Figure 1. Signal wires on met2 (run 1).
Cells faint in the background.
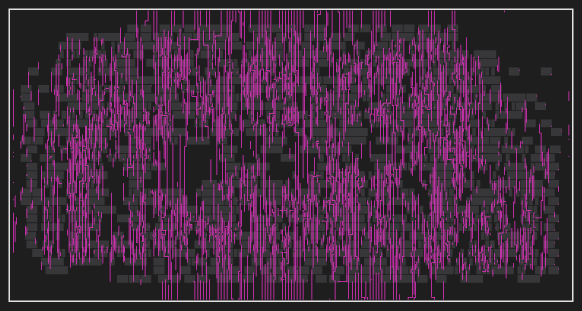
Figure 2. Register map, names as in the netlist (run 1).
Other sequential cells in the stronger gray, the rest of the logic in the fainter gray.
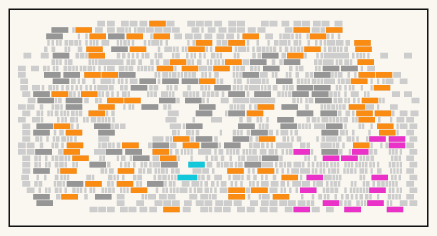
Figure 3. M1 wires (run 1).
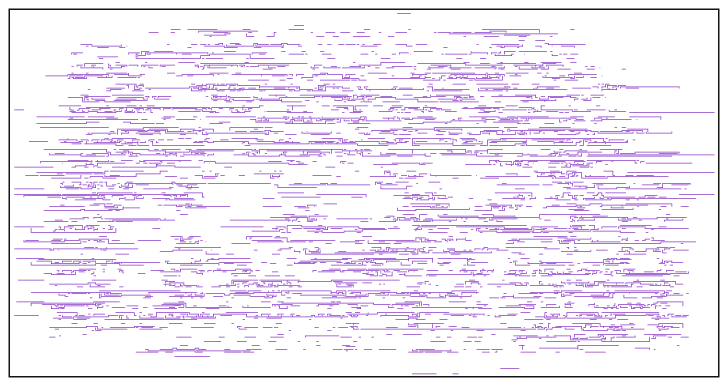
Figure 4. Local utilization (run 1).
18 x 9 tiles, from white (low) to dark blue (high), 0 to 100% covered.
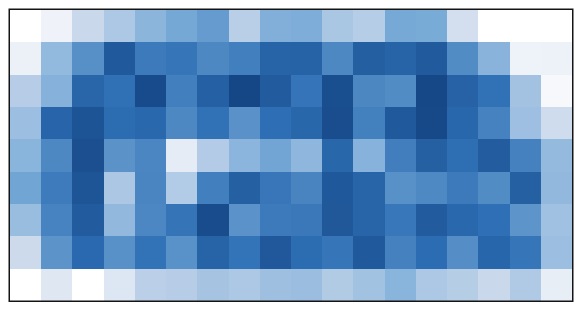
===== src/rtl/pipe_skid_stage.sv =====
// pipe_skid_stage
//   Elastic pipeline-stage register for the packed WB bundle (data, write address,
//   enables, func3). Valid/ready handshake on both sides, a two-entry skid buffer
//   (MAIN drives the output, SKID holds the overflow entry), synchronous flush and
//   a saturating stall-cycle counter.
//
// Ports
//   CLK        in   1       rising-edge clock
//   RST_N      in   1       synchronous reset, active low (priority over everything)
//   FLUSH      in   1       synchronous kill of all held entries
//   IN_VALID   in   1       upstream payload valid
//   IN_READY   out  1       stage can accept a payload (decoded from state flops only)
//   IN_DATA    in   DATA_W  upstream payload
//   OUT_VALID  out  1       OUT_DATA holds a live payload
//   OUT_READY  in   1       downstream accepts this cycle
//   OUT_DATA   out  DATA_W  payload to downstream (MAIN register)
//   OCCUPANCY  out  2       held entries: 0, 1 or 2
//   STALL_CNT  out  CNT_W   cycles with OUT_VALID=1 and OUT_READY=0, saturating
module pipe_skid_stage #(
    parameter int unsigned DATA_W         = 74,
    parameter bit          CLEAR_ON_FLUSH = 1'b1,
    parameter int unsigned CNT_W          = 16
) (
    input  logic              CLK,
    input  logic              RST_N,
    input  logic              FLUSH,
    input  logic              IN_VALID,
    output logic              IN_READY,
    input  logic [DATA_W-1:0] IN_DATA,
    output logic              OUT_VALID,
    input  logic              OUT_READY,
    output logic [DATA_W-1:0] OUT_DATA,
    output logic [1:0]        OCCUPANCY,
    output logic [CNT_W-1:0]  STALL_CNT
);

    // Encoding doubles as the occupancy count.
    typedef enum logic [1:0] {
        StEmpty = 2'd0,
        StOne   = 2'd1,
        StFull  = 2'd2
    } state_e;

    state_e              state_q;
    logic [DATA_W-1:0]   main_q;
    logic [DATA_W-1:0]   skid_q;
    logic [CNT_W-1:0]    stall_q;
    logic                in_fire;
    logic                out_fire;

    // Handshake outputs decode state flops only, so IN_READY has no path from OUT_READY.
    assign OUT_VALID = (state_q != StEmpty);
    assign IN_READY  = (state_q != StFull);
    assign OCCUPANCY = state_q;
    assign OUT_DATA  = main_q;
    assign STALL_CNT = stall_q;

    assign in_fire  = IN_VALID & IN_READY;
    assign out_fire = OUT_VALID & OUT_READY;

    always_ff @(posedge CLK) begin
        if (!RST_N) begin
            state_q <= StEmpty;
            main_q  <= '0;
            skid_q  <= '0;
            stall_q <= '0;
        end else begin
            // Counter keeps running through FLUSH; saturates instead of wrapping.
            if (OUT_VALID && !OUT_READY && (stall_q != {CNT_W{1'b1}})) begin
                stall_q <= stall_q + 1'b1;
            end

            if (FLUSH) begin
                // Same-cycle IN_DATA is dropped along with everything held.
                state_q <= StEmpty;
                if (CLEAR_ON_FLUSH) begin
                    main_q <= '0;
                    skid_q <= '0;
                end
            end else begin
                case (state_q)
                    StEmpty: begin
                        if (in_fire) begin
                            main_q  <= IN_DATA;
                            state_q <= StOne;
                        end
                    end
                    StOne: begin
                        if (in_fire && out_fire) begin
                            main_q <= IN_DATA;
                        end else if (in_fire) begin
                            skid_q  <= IN_DATA;
                            state_q <= StFull;
                        end else if (out_fire) begin
                            state_q <= StEmpty;
                        end
                    end
                    StFull: begin
                        // IN_READY is low here, so only a pop can happen.
                        if (out_fire) begin
                            main_q  <= skid_q;
                            state_q <= StOne;
                        end
                    end
                    default: state_q <= StEmpty;
                endcase
            end
        end
    end

endmodule

===== config.mk =====
export PLATFORM = sky130hd
export DESIGN_NAME = pipe_skid_stage
export DESIGN_NICKNAME = d
export VERILOG_FILES = /design/src/rtl/pipe_skid_stage.sv
export SDC_FILE = /design/constraint.sdc
export NUM_CORES = 1
export LEC_CHECK = 0
export ABC_AREA = 1
export CORE_ASPECT_RATIO = 0.5
export CORE_MARGIN = 3
export CORE_UTILIZATION = 50
export CTS_BUF_LIST = sky130_fd_sc_hd__clkbuf_8
export DETAILED_ROUTE_END_ITERATION = 8
export PLACE_DENSITY = 0.87
export SLEW_MARGIN = 0
export SYNTH_ARGS = -nofsm -noshare
export SYNTH_HDL_FRONTEND = slang
export SYNTH_SLANG_ARGS = --single-unit

===== constraint.sdc =====
create_clock -name CLK -period 4.4 [get_ports CLK]
set_clock_uncertainty 0.05 [all_clocks]
set_input_delay 0.66 -clock CLK [delete_from_list [all_inputs] [get_ports CLK]]
set_output_delay 0.66 -clock CLK [all_outputs]
set_load 0.005 [all_outputs]

==> reports/metrics.yaml, run 1 <==
crit_path_start_kind: "flip-flop"
arrival_ns: 2.31
grt_overflow: 0
setup_viol: 0
std_cell_rows: 30
cts_buffers: 17
p_comb_w: 0.000421
status: "finished clean"
fmax_mhz: 332
power.total_w: 0.00315
ys_top_cells_by_area: "dfxtp_1 (46%), nor2_1 (17%), nand2_1 (10%)"
flop_cell: "dfxtp_1"
ys_seq_share_pct: 45.5
hold_class: "flip-flop to flip-flop"
post_cts_buffers: 0
diodes: 0
yosys.area_share.xor_xnor_pct: 0.120
drt.antenna.violating_nets: 0
comb_power_share_pct: 13.4
p_clk_share_pct: 36.6
cts_buffer_depth: 2
powerDensity_nw_per_um2: 335
syn_inst: 1073
yosys_area_um2: 7300
crit_type: "flip-flop to primary output"
cts_tree: "done"
mux_area_share_pct: 0
worstRegToRegCells: 9
vdd_drop_max_mv: 0.204
path_max_fanout: 77
met3_length_mm: 1.05
Back to the opening pictures, Figure 1:
main direction = vertical
share of all routed wire = 49%
nets with wire on the layer = 1003
longest straight run = 45.6 µm
wire length on this layer = 9830 µm
final wirelength: 20.0 mm
GRT met2 Usage: 43.0%
total number of vias: 7534

Back to the opening pictures, Figure 2:
cyan -> `OCCUPANCY`  # flops 2
orange -> `OUT_DATA`  # flops 74, where widely spread
magenta -> `STALL_CNT`  # flops 16, where lower right
not colored = 74
Sequential Area: 3330 µm²
seq pwr: 0.00157 W
Util after Layout: 67.4%
flop share of the area: 35.4%

Back to the opening pictures, Figure 3:
longest straight run = 43.7 µm
wire length on this layer = 8690 µm
main direction = horizontal
share of all routed wire = 44%
M1 GR Usage: 30.2%

Back to the opening pictures, Figure 4:
tiles over 75% full = 28%
mean over tiles = 57%
nearly empty tiles = 3.7%
core area: 13900 µm²
fp_density: 52.4%

run 1: flip-flops by register name (all words and copies together), names as in the netlist:
| register | count |
|---|---|
| OCCUPANCY | 2 |
| OUT_DATA | 74 |
| STALL_CNT | 16 |
| skid_q | 74 |
run 1: cells in the final DEF (no fill, tap or decap), types with 2 or more instances in the layout:
cell type        netlist  layout
inv_1                 22      21
a21oi_1               11      11
o21ai_0               67      67
inv_6                  0       5
nor2_1               338     338
nand3_1               91      90
clkinv_4               0       2
buf_4                 12      10
bufinv_16              0       3
clkdlybuf4s50_1        0     172
nand2_2                0       2
nor2_4                 1       2
inv_2                  1       3
clkbuf_8               0      18
o21ai_1                8       8
nand2_1              199     197
buf_12                 0       2
clkinvlp_4             0       2
nand4_1               77      77
dfxtp_1              166     165
Figure 5. Placed standard cells (run 1).
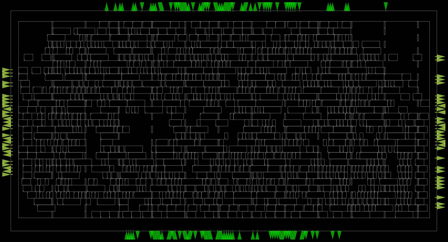

==> run 1 -> run 2 <==
--- a/config.mk
+++ b/config.mk
@@ -8,10 +8,10 @@
 export ABC_AREA = 1
 export CORE_ASPECT_RATIO = 0.5
 export CORE_MARGIN = 3
-export CORE_UTILIZATION = 50
+export CORE_UTILIZATION = 47
 export CTS_BUF_LIST = sky130_fd_sc_hd__clkbuf_8
 export DETAILED_ROUTE_END_ITERATION = 8
-export PLACE_DENSITY = 0.87
+export PLACE_DENSITY = 0.86
 export SLEW_MARGIN = 0
 export SYNTH_ARGS = -nofsm -noshare
 export SYNTH_HDL_FRONTEND = slang
==> constraint.sdc (replaced) <==
create_clock -name CLK -period 2.7 [get_ports CLK]
set_clock_uncertainty 0.05 [all_clocks]
set_input_delay 0.405 -clock CLK [delete_from_list [all_inputs] [get_ports CLK]]
set_output_delay 0.405 -clock CLK [all_outputs]
set_load 0.005 [all_outputs]
Figure 6. Placed standard cells (run 2).
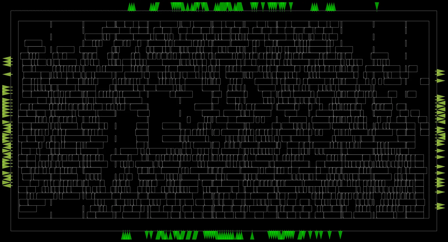
fillers: 1305
core area: 14800 µm²

==> run 2 against run 1 <==
  * Total power rose by 61%
  * Synthesized cell count stayed put
  * Core utilization is 3.8 points lower
  * Worst setup slack worse by 0.84 ns
  * Cell count up 0.50%
  * Via count is 2.0% lower
  * Clock power increased by 57%
  * Worst hold slack lost 0.0024 ns
  * First-iteration DRC count up 4.1%
==> reports/metrics.yaml, run 2 <==
status: "finished clean"
final_common_cell: "nor2_1"
diodes: 0  # unchanged
seq-power_w: 0.00256  # +63%
std_cell_rows: 31  # +3.3%
yosys.area_share.xor_xnor_pct: 0.120  # unchanged
worstRegToRegCells: 7  # -2
cts_buffer_depth: 2  # unchanged
power.total_w: 0.00506  # +61%
most-common-layout-cells: "nor2_1 (338), nand2_1 (197), clkdlybuf4s50_1 (172)"
vias: 7387  # -2.0%
arrival_ns: 1.70  # -0.61 ns
met3_length_mm: 1.34  # +27%
setup_viol: 0  # unchanged
yosys_area_um2: 7300  # unchanged
mux_area_share_pct: 0  # unchanged
comb_power_share_pct: 13.6  # +0.2 points
seq_area_um2: 3320  # about the same
ys_top_cells_by_area: "dfxtp_1 (46%), nor2_1 (17%), nand2_1 (10%)"
flop_cell: "dfxtp_1"
syn_inst: 1073  # unchanged
p_comb_w: 0.000689  # +64%
==> run 2: cell counts after synthesis <==
No cell type changed its count.
==> run 2: routing by layer <==
layer / up-vias / track usage (%)
met5: - / 0
met4: 0 / 7.16
met3: 25 / 4.76
met2: 263 / 39.4
met1: 3387 / 30.1
li1: 3712 / -
==> run 2: area by class of cell <==
class / count / area share [%]
clock buffers: 18 / 2.63
multi-input cells: 800 / 36.9
inverters: 23 / 0.916
clock inverters: 14 / 1.59
repair buffers: 184 / 20.0
flip-flops and latches: 166 / 35.3
well taps: 198 / 2.63
==> run 2: worst max-delay path: cells and delay by family (launching register included) <==
family | cells | cell delay (ns)
and+or+nand+nor | 1 | 0.12
DFF | 1 | 0.48
buffers and inverters | 2 | 0.65
No activity file was given, so power comes from the tool's default toggle rates.
